File: src/rtl/alu_pkg.sv
// Shared funct codes and multiplier state encoding for the pipelined ALU.
// Latency: n/a (declarations only).
// Backpressure: n/a (declarations only).
package alu_pkg;

  localparam logic [5:0] F_SLL   = 6'd0;
  localparam logic [5:0] F_SRL   = 6'd2;
  localparam logic [5:0] F_SRA   = 6'd3;
  localparam logic [5:0] F_MFHI  = 6'd16;
  localparam logic [5:0] F_MFLO  = 6'd18;
  localparam logic [5:0] F_MULTU = 6'd25;
  localparam logic [5:0] F_ADD   = 6'd32;
  localparam logic [5:0] F_SUB   = 6'd34;
  localparam logic [5:0] F_AND   = 6'd36;
  localparam logic [5:0] F_OR    = 6'd37;
  localparam logic [5:0] F_XOR   = 6'd38;
  localparam logic [5:0] F_NOR   = 6'd39;
  localparam logic [5:0] F_SLT   = 6'd42;
  localparam logic [5:0] F_SLTU  = 6'd43;

  typedef enum logic [1:0] {
    IDLE = 2'd0,
    RUN  = 2'd1,
    DONE = 2'd2
  } mul_state_e;

endpackage

File: src/rtl/alu_mul_seq.sv
// Sequential shift-add unsigned multiplier producing {hi,lo}.
// Latency: WIDTH+1 busy cycles after start (WIDTH RUN steps plus one DONE write).
// Backpressure: start is only honoured in IDLE; busy tells the issuer to hold off.
module alu_mul_seq
  import alu_pkg::*;
#(
  parameter int WIDTH = 32
) (
  input  logic             clk,
  input  logic             rst_n,
  input  logic             start,
  input  logic [WIDTH-1:0] a,
  input  logic [WIDTH-1:0] b,
  output logic             busy,
  output logic             done,
  output logic [WIDTH-1:0] hi,
  output logic [WIDTH-1:0] lo
);

  localparam int CW = $clog2(WIDTH);
  localparam logic [CW-1:0] CNT_LAST = CW'(WIDTH - 1);

  mul_state_e       r_state;
  mul_state_e       w_state_nxt;
  logic [WIDTH-1:0] r_mcand;
  logic [WIDTH-1:0] r_mplier;
  logic [WIDTH-1:0] r_acc;
  logic [WIDTH-1:0] r_hi;
  logic [WIDTH-1:0] r_lo;
  logic [CW-1:0]    r_cnt;
  logic [WIDTH:0]   w_sum;

  // Partial-product add is one bit wider so the carry shifts into acc.
  assign w_sum = {1'b0, r_acc} + (r_mplier[0] ? {1'b0, r_mcand} : '0);

  assign busy = (r_state != IDLE);
  assign done = (r_state == DONE);
  assign hi   = r_hi;
  assign lo   = r_lo;

  // State register.
  always_ff @(posedge clk or negedge rst_n) begin
    if (!rst_n) r_state <= IDLE;
    else        r_state <= w_state_nxt;
  end

  // Next-state: IDLE -> RUN on start, RUN for WIDTH steps, one DONE cycle.
  always_comb begin
    w_state_nxt = r_state;
    case (r_state)
      IDLE:    if (start) w_state_nxt = RUN;
      RUN:     if (r_cnt == CNT_LAST) w_state_nxt = DONE;
      DONE:    w_state_nxt = IDLE;
      default: w_state_nxt = IDLE;
    endcase
  end

  // Datapath: latch operands, shift-add each RUN step, commit hi/lo only in DONE
  // so an aborted multiply never leaves a partial product behind.
  always_ff @(posedge clk or negedge rst_n) begin
    if (!rst_n) begin
      r_mcand  <= '0;
      r_mplier <= '0;
      r_acc    <= '0;
      r_cnt    <= '0;
      r_hi     <= '0;
      r_lo     <= '0;
    end else begin
      case (r_state)
        IDLE: begin
          if (start) begin
            r_mcand  <= a;
            r_mplier <= b;
            r_acc    <= '0;
            r_cnt    <= '0;
          end
        end
        RUN: begin
          r_acc    <= w_sum[WIDTH:1];
          r_mplier <= {w_sum[0], r_mplier[WIDTH-1:1]};
          r_cnt    <= r_cnt + 1'b1;
        end
        DONE: begin
          r_hi <= r_acc;
          r_lo <= r_mplier;
        end
        default: ;
      endcase
    end
  end

endmodule

File: src/rtl/alu_pipe.sv
// EX-stage ALU with extended funct set, internal HI/LO and a sequential MULTU.
// Latency: LATENCY cycles from accept to out_valid; MULTU leaves a bubble.
// Backpressure: in_ready drops while the multiplier runs; no downstream stall.
module alu_pipe
  import alu_pkg::*;
#(
  parameter  int WIDTH   = 32,
  parameter  int LATENCY = 2,
  localparam int SHW     = $clog2(WIDTH)
) (
  input  logic             clk,
  input  logic             rst_n,
  input  logic             in_valid,
  output logic             in_ready,
  input  logic [WIDTH-1:0] dataA,
  input  logic [WIDTH-1:0] dataB,
  input  logic [5:0]       Signal,
  input  logic [SHW-1:0]   shamt,
  output logic             out_valid,
  output logic [WIDTH-1:0] dataOut,
  output logic             illegal,
  output logic             mul_busy
);

  logic             w_accept;
  logic             w_start;
  logic             w_in_vld;
  logic             w_mul_done;
  logic             w_unused_done;
  logic [WIDTH-1:0] w_hi;
  logic [WIDTH-1:0] w_lo;
  logic [WIDTH-1:0] w_diff;
  logic             w_carry;
  logic             w_ovf;
  logic             w_slt;
  logic [WIDTH-1:0] w_res;
  logic             w_ill;

  logic             r_vld [LATENCY];
  logic [WIDTH-1:0] r_res [LATENCY];
  logic             r_ill [LATENCY];

  assign in_ready      = ~mul_busy;
  assign w_accept      = in_valid & in_ready;
  assign w_start       = w_accept & (Signal == F_MULTU);
  assign w_in_vld      = w_accept & (Signal != F_MULTU);
  assign w_unused_done = w_mul_done;

  // Shared subtractor: carry-out gives SLTU, sign xor overflow gives SLT.
  assign {w_carry, w_diff} = {1'b0, dataA} + {1'b0, ~dataB} + {{WIDTH{1'b0}}, 1'b1};
  assign w_ovf = (dataA[WIDTH-1] ^ dataB[WIDTH-1]) & (w_diff[WIDTH-1] ^ dataA[WIDTH-1]);
  assign w_slt = w_diff[WIDTH-1] ^ w_ovf;

  alu_mul_seq #(
    .WIDTH (WIDTH)
  ) u_mul (
    .clk   (clk),
    .rst_n (rst_n),
    .start (w_start),
    .a     (dataA),
    .b     (dataB),
    .busy  (mul_busy),
    .done  (w_mul_done),
    .hi    (w_hi),
    .lo    (w_lo)
  );

  // Result select; unknown functs yield 0 with the illegal flag set.
  always_comb begin
    w_res = '0;
    w_ill = 1'b0;
    case (Signal)
      F_ADD:   w_res = dataA + dataB;
      F_SUB:   w_res = w_diff;
      F_AND:   w_res = dataA & dataB;
      F_OR:    w_res = dataA | dataB;
      F_XOR:   w_res = dataA ^ dataB;
      F_NOR:   w_res = ~(dataA | dataB);
      F_SLT:   w_res = {{(WIDTH-1){1'b0}}, w_slt};
      F_SLTU:  w_res = {{(WIDTH-1){1'b0}}, ~w_carry};
      F_SLL:   w_res = dataB << shamt;
      F_SRL:   w_res = dataB >> shamt;
      F_SRA:   w_res = $unsigned($signed(dataB) >>> shamt);
      F_MFHI:  w_res = w_hi;
      F_MFLO:  w_res = w_lo;
      F_MULTU: w_res = '0;
      default: w_ill = 1'b1;
    endcase
  end

  // LATENCY-deep result pipeline; bubbles carry zero data.
  always_ff @(posedge clk or negedge rst_n) begin
    if (!rst_n) begin
      for (int i = 0; i < LATENCY; i++) begin
        r_vld[i] <= 1'b0;
        r_res[i] <= '0;
        r_ill[i] <= 1'b0;
      end
    end else begin
      r_vld[0] <= w_in_vld;
      r_res[0] <= w_in_vld ? w_res : '0;
      r_ill[0] <= w_in_vld & w_ill;
      for (int i = 1; i < LATENCY; i++) begin
        r_vld[i] <= r_vld[i-1];
        r_res[i] <= r_res[i-1];
        r_ill[i] <= r_ill[i-1];
      end
    end
  end

  assign out_valid = r_vld[LATENCY-1];
  assign dataOut   = r_res[LATENCY-1];
  assign illegal   = r_ill[LATENCY-1];

endmodule
File: config.mk
export PLATFORM = sky130hd
export DESIGN_NAME = alu_pipe
export DESIGN_NICKNAME = d
export VERILOG_FILES = /design/src/rtl/alu_pkg.sv /design/src/rtl/alu_mul_seq.sv /design/src/rtl/alu_pipe.sv
export SDC_FILE = /design/constraint.sdc
export NUM_CORES = 1
export LEC_CHECK = 0
export ABC_AREA = 1
export ABC_CLOCK_PERIOD_IN_PS = 5000
export CORE_MARGIN = 4
export CORE_UTILIZATION = 38
export DETAILED_ROUTE_END_ITERATION = 7
export GPL_TIMING_DRIVEN = 0
export PLACE_DENSITY_LB_ADDON = 0.15
export SKIP_LAST_GASP = 1
export SLEW_MARGIN = 30
export SYNTH_ARGS = -nofsm -noshare
export SYNTH_HDL_FRONTEND = slang
export SYNTH_SLANG_ARGS = --single-unit
File: constraint.sdc
create_clock -name clk -period 5 [get_ports clk]
set_clock_uncertainty 0.15 [all_clocks]
set_input_delay 1.5 -clock clk [delete_from_list [all_inputs] [get_ports clk]]
set_output_delay 1.5 -clock clk [all_outputs]
set_load 0.1 [all_outputs]
clock_wires.png
(2 px per um)
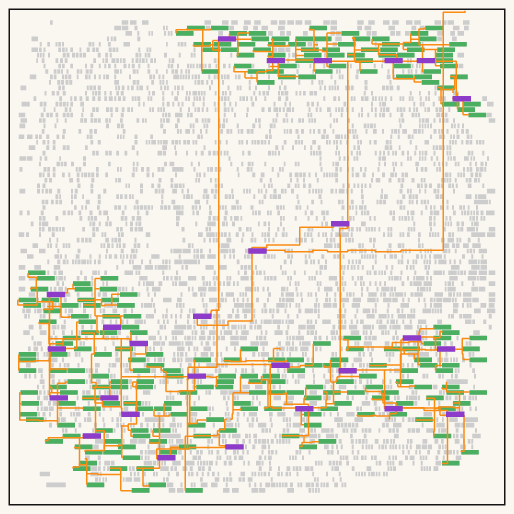
Key: clock-net drivers = purple [count 27]; flip-flops = green [count 235]; clock wires = orange [length 3,520 um]
Position of the flops: all over the die. There are 28 routed clock nets.
Clk. pwr: 2.09 mW
Clock Power Share: 29.6%
worst-skew pair later-pin latency: 0.59 ns

port_trees.png
(1.5 px per um)
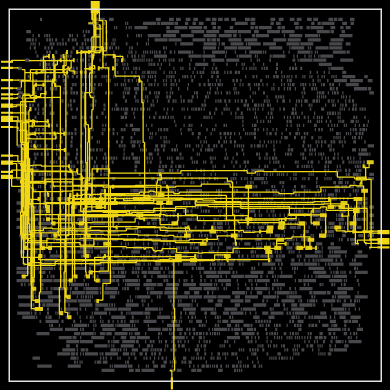
Key: dataB = yellow [direction input, end cells 175, buffers 32, wire 8,910 um]
Port Buffers: 111
I/O Pins: 114

clock_nets.png
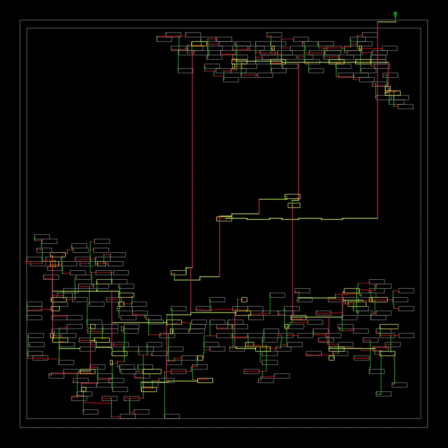
Seq cells: 235
clock sink count: 235
clkbuf count: 36
TritonCTS buffer count: 27

m2.png
(2 px per um)
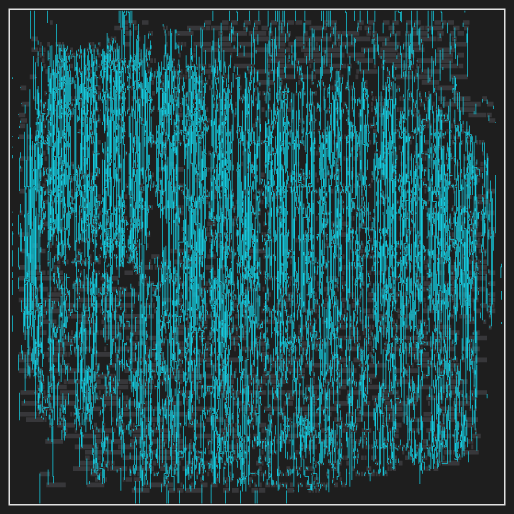
3,046 nets have wire on it. The longest straight run is 81.1 um. The layer holds 42% of the routed length.
Post-Route WL: 108 mm
grt met2 use: 52.4%

class_map.png
(1.5 px per um) Fill, decap, tap and diode cells in grey.
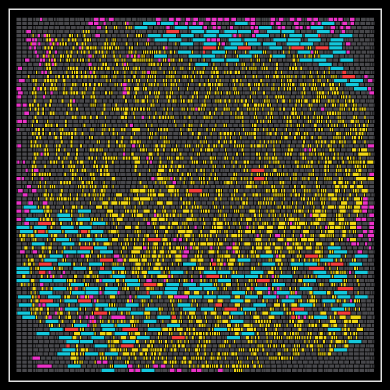
Key: remaining logic cells = yellow [cells 3,048, share of their area 63%]; registers = cyan [cells 235, share of their area 25%]; remaining buffers and delay cells = magenta [cells 286, share of their area 8.8%]; clock drivers and dummy loads = red [cells 50, share of their area 3.9%]
Seq area share: 23.8%
core area: 56,500 sq um
# rows: 87
final core occ: 43.8%

worst max-delay path by stage:
| stage | start | end | slack (ns) | depth (start not counted) |
|---|---|---|---|---|
| floorplan | u_mul.r_state[1] | mul_busy | 0.72 | 2 |
| global placement | rst_n | dataOut[16] | -8.29 | 1 |
| detailed placement | dataB[12] | r_res[32] | -0.89 | 23 |
| CTS | dataB[12] | r_res[32] | 0.001 | 23 |
| global route | dataB[25] | r_res[32] | -0.003 | 19 |
| finish | dataA[24] | r_res[63] | 0.009 | 20 |
worst reg2reg max path: cells and delay by family (launching register included):
family          cells  cell delay (ns)
compound gates      4             1.18
fa+ha+maj           1             0.22
buf+inv             3             0.87
flops               1             0.32
simple gates        4             0.70
logic make-up (layout without fill, tap and decap cells):
| kind of cell | Yosys count | in the layout | synth area share [%] |
|---|---|---|---|
| AOI/OAI and AO/OA | 497 | 497 | 12.9 |
| xor gates and xnor gates | 9 | 9 | 0.363 |
| adders and majority gates | 145 | 145 | 8.50 |
| buffers and inverters | 610 | 768 | 12.0 |
| DFF | 235 | 235 | 27.1 |
| muxes | 17 | 17 | 0.876 |
| other | 0 | 2 | 0 |
| and+or+nand+nor | 1948 | 1948 | 38.3 |
layer usage:
layer,up-vias,GRT usage [%],share of wire (%)
met3,238,6.65,9.3
met4,4,12.9,4.6
met1,11700,49.5,44
met2,1222,52.4,42
met5,-,0,0.024
li1,11500,-,-
flip-flops by register name, indices dropped and copies added, names as in the netlist:
register and flops:
u_mul.hi 32, r_res 32, u_mul.r_mplier 32, u_mul.r_state 2, r_vld 1, illegal 1
u_mul.r_mcand 32, u_mul.r_acc 32, out_valid 1, u_mul.r_cnt 5, dataOut 32, r_ill 1
u_mul.lo 32
through the flow:
step	setup TNS, ns	setup WS, ns
after floorplan	0	0.725
after global placement	-1931.83	-8.29
after detailed placement	-1.70	-0.893
after CTS	0	0.00111
after global routing	-0.00333	-0.00333
final	0	0.00927
where the power goes:
part           internal (mW)  total (mW)  switching, mW
sequential              2.25        2.43          0.189
combinational          0.730        2.54           1.81
clock                   1.22        2.09          0.870
total                   4.20        7.07           2.87
cell usage in the layout (no fill, tap or decap), drive strengths merged, types with 13 or more instances in the layout:
cell,count
nand2,1071
o211ai,55
a21oi,127
o21ai,252
ha,141
mux2,16
nand4,50
clkdlybuf4s50,85
inv,432
buf,121
dfrtp,235
and2,13
clkbuf,100
nor2,306
nand3,464
nor3,29
final cells by class:
cell class	instances	area, sq um
Timing Repair Buffer	114	1150
Inverter	432	1620
Multi-Input combinational cell	2616	13300
Buffer	172	951
Antenna cell	2	5.00
Sequential cell	235	5880
Clock inverter	14	184
Clock buffer	36	749
Tap cell	756	946
Fill cell	6260	31800
==> reports/qor.csv <==
metric,value,unit
placedInstanceArea,23800,sq um
cap_viol_max_count,0,
detailedRoute.firstPassIterationCount,8,
synth_cell_type_count,56,
synthTopCellsByCount,"1,064 x nand2_1, 459 x nand3_1, 415 x inv_1, 290 x nor2_1, 235 x dfrtp_1",
criticalPathCategory,input port to flop,
cp-start-kind,input port,
dieArea,61000,sq um
drc,0,
r2r_slack,1.44,ns
endpoint_kind,flop,
vias,24600,
place.gp.congestion,1.05,
crit_chain,clkdlybuf4s50_1 > inv_1 > ha_1 > clkbuf_4 > inv_1 > a21oi_1 > nand2_1 > nand2_1 > nand2_1 > a21oi_1 > nand2_1 > nand3_1 > nand2_1 > fa_1 > nand2_1 > nand3_1 > nor2_1 > nand2_1 > nor2_1 > a21oi_1,
die_h,247,um
fmax,200,MHz
antenna_found_initial,8,
grt_setup_unrepaired,true,
syn_area,21700,sq um
crit_fanout,10,
clockBufferDepth,3,
p_leak,13.1,nW
initial_utilization,38.4,%
hold_depth,0,
slew_violations,0,
yosys_warnings,0,
warnings,102,
rr_endpoint,u_mul.r_acc[28],
dieWidth,247,um
cts.hold.buffers_added,0,
fin_crit_sh,99.8,%
worstMarginPinSlew,1.03,ns
postSynthSeqShare,27.1,%
slowest_stage,clkdlybuf4s50_1,
synthArstFlopShare,100,%
ys_chip_area,21700,sq um
crit_top_cell,nand2_1,
area_growth,14.0,%
slew_headroom,31.4,%
grt_pass1_wl,155,mm
crit_buf_inv,4,
clk_pin_slew,0.06,ns
grt_pass1_vias,22900,
nNetsFinal,3821,
placed_cells,4331,
post_cts_buffers,0,
ir_worst_vdd,0.000245,V
ys_ff,235,
top_area_share,27.1,%
edf_count,0,
finalHoldViolCount,0,
drive_gt1_share,6.77,%
via_per_inst,5.62,
hpwlAfterDp,89.4,mm
ff_type,dfrtp_1,
cp_top_family,buffers and inverters,
track_usage,34.8,%
power_density,286,nW/um^2
ctsResizeCount,21,
most_common_cell,nand2_1,
syn_inst,3461,
outcome,finished clean,
finalCriticalPeriod,4.99,ns
worst_ep_arrival_time,5.30,ns
ant_nets,0,
setup_viol,0,
worst_hold_slack,0.191,ns
max_stage_delay,0.63,ns
cts-root-buf,clkbuf_16,
fin_total_pwr,7.07,mW
Power is estimated from default activity; no workload was simulated.
